==> config.mk <==
export PLATFORM = sky130hd
export DESIGN_NAME = exe_stage_mc_flat
export DESIGN_NICKNAME = d
export VERILOG_FILES = /design/src/rtl/exe_stage_mc_if.sv /design/src/rtl/exe_stage_mc.sv /design/src/flat_wrapper.sv
export SDC_FILE = /design/constraint.sdc
export NUM_CORES = 1
export LEC_CHECK = 0
export CAP_MARGIN = 20
export CORE_ASPECT_RATIO = 1.1
export CORE_MARGIN = 2
export CORE_UTILIZATION = 40
export DETAILED_ROUTE_END_ITERATION = 8
export SLEW_MARGIN = 20
export SYNTH_ARGS = -nofsm -noshare
export SYNTH_HDL_FRONTEND = slang
export SYNTH_SLANG_ARGS = --single-unit
==> constraint.sdc <==
create_clock -name clk -period 7.4 [get_ports clk]
set_clock_uncertainty 0.1 [all_clocks]
set_input_delay 1.48 -clock clk [delete_from_list [all_inputs] [get_ports clk]]
set_output_delay 1.48 -clock clk [all_outputs]
set_load 0.005 [all_outputs]
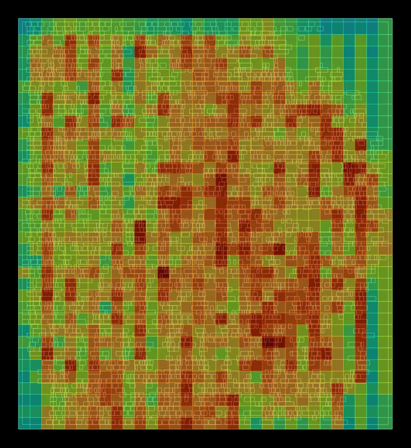
congestion_map.png
met3 layer usage reported by global route: 5.09%
Top Usage Layer GRT: met2
final core occ: 50.5%
global-route met2 utilization: 50.5%
met1 track demand over resource in global routing: 38.0%

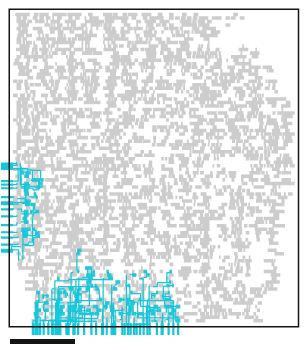
port_trees.png
The bar under the picture is 50 um long.
color	port	direction	edge	end cells	wire
cyan	b_fwd_data	input	46 bottom, 18 left	133	2,230 um
number of top-level pins: 334
quantity of I/O buffers inserted on ports: 331

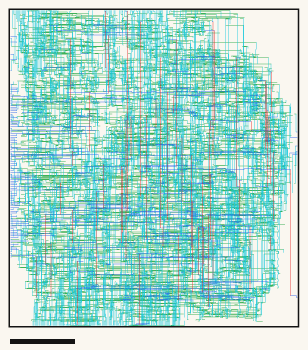
layers.png
The bar under the picture is 50 um long.
color	layer	wire length
blue	M3	5,420 um
red	M4	2,970 um
green	M1	36.1 mm
cyan	M2	39.1 mm
wire length per cell: 22.5 um
GR Util All Layers: 29.8%
number of vias in the routed layout: 21.9k

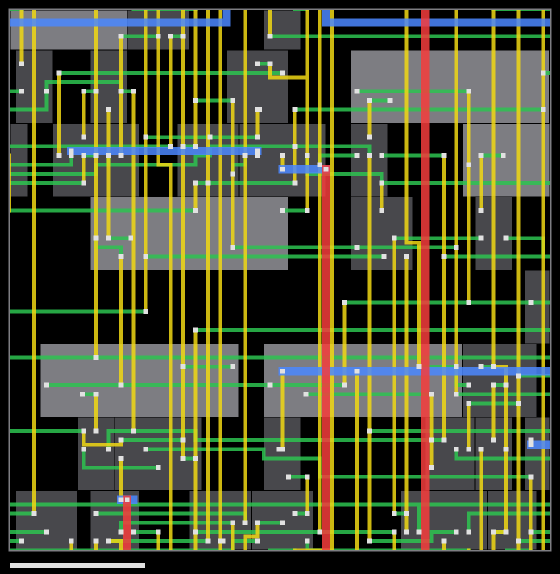
closeup.png
The bar under the picture is 5 um long. Window x 101 to 121, y 161 to 181 um. Cells in gray, sequential cells in the stronger gray; small squares are vias.
color	layer
blue	M3
red	M4
yellow	M2
green	M1
most frequent	nor2_1 (5), dfxtp_1 (5), and3_1 (4)
cells with their middle in the window	28
sequential cells in the window	5

==> summary.txt <==
Implementation numbers.

- The run finished with clean final reports.
- The number of multi-input combinational cells in the layout is about 2.1k.
- The power per cell area is 174 nW/um2.
- The final worst setup slack reads about 0.18 ns.
- Setup repair after global routing left no endpoint under its margin.
- The group that draws the most power in this run is clock.
- Of the total power, the share spent switching nets is 31.1%.
- The pin count of the biggest net entering global routing is 111.
- STA on the placed design reports a worst setup slack of -0.285 ns.
- The area fraction in compound gates after synthesis reads between 20% and 30%.
- Per the OpenROAD floorplan log, the width of the die is about 220 um.
- The design draws 4.58 mW.
- The synthesized-area fraction occupied by adder cells is under 10%.
- CTS added clock buffers totalling 35.
- The signal on the critical path passes through clkdlybuf4s50_1 > or3_1 > a221oi_1 > or2_0 > xnor2_1 > fa_1 > fa_1 > buf_4 > a211oi_1 > o21ai_0 > and2_1 > o311ai_0 > a31oi_1 > xnor2_1 > o2111ai_1 > nor4_2 > buf_4 > nand4_1 > nor4_1 > buf_4 > a211o_1.
- The OpenROAD report gives the critical path a data arrival time of about 7.6 ns.
- The initialized floorplan defines around 88 standard-cell rows.
- The power in combinational cells is around 1.2 mW.
- The placed cell count reads 3,649.
- The number of gates resized after CTS was 0.
- The number of signal-net buffers in the layout is between 400 and 500.
- The total setup buffers inserted after CTS is 0.
- The worst-path maximum fanout is 3.
- The final hold violation count reads 0.
- In this run the clock root is driven by a clkbuf_16.
- The top cell type by instance count after synthesis reads nor2_1.
- The kind of cell adding the most delay to the critical path is AND-OR/OR-AND gates.
- The cell count after synthesis reads about 2.8k.
- The final hold slack reads roughly 0.35 ns.
- The flow reports that sequential cells draw a little over a third of the design power.
- The number of remaining DRC errors reads 0.
- The largest single stage delay on the critical path is 0.50 ns.
- The number of enable flip-flop cells reads 0.
- The area fraction of clock buffers and clock inverters is under 10%.
- The core utilization at floorplan is between 40% and 50%.
- The flip-flop and latch count is 287.
- The inverter count reads around 110.
- In this run the full chip footprint comes out at 54,300 um2.
- The count of cells along the worst register-to-register path is 16.
- The path length in cells of the critical path reads 21.
- The smallest clock period supported by the final layout is computed as a little over 7 ns.
- The design internal power is ~3.2 mW.
- The slew of the pin with the lowest slew margin reads 1.22 ns.
- Sorting the synthesized cells by how often they occur yields nor2_1 (353), dfxtp_1 (287), nand2_1 (248).
- The area occupied by multi-input gates reads 14,100 um2.
- From the final report, the count of setup violators was given as 0.
- For reference, the clock transition at the flip-flops on the worst setup and hold paths is approximately 0.05 ns.
- The post-synthesis register bit count reads ~290.
- The library cell occupying the most area in the post-synthesis netlist reads dfxtp_1.
- The largest family of logic cells by area is AND-OR/OR-AND gates.
- The clock tree buffer depth is 3.
- The vertical die dimension reads between 200 and 250 um.
- Once detail routing completed, the nets flagged for antenna violations numbered 0.
- The reported net switching power is around 1.4 mW.
No activity file was given, so power comes from the tool's default toggle rates.
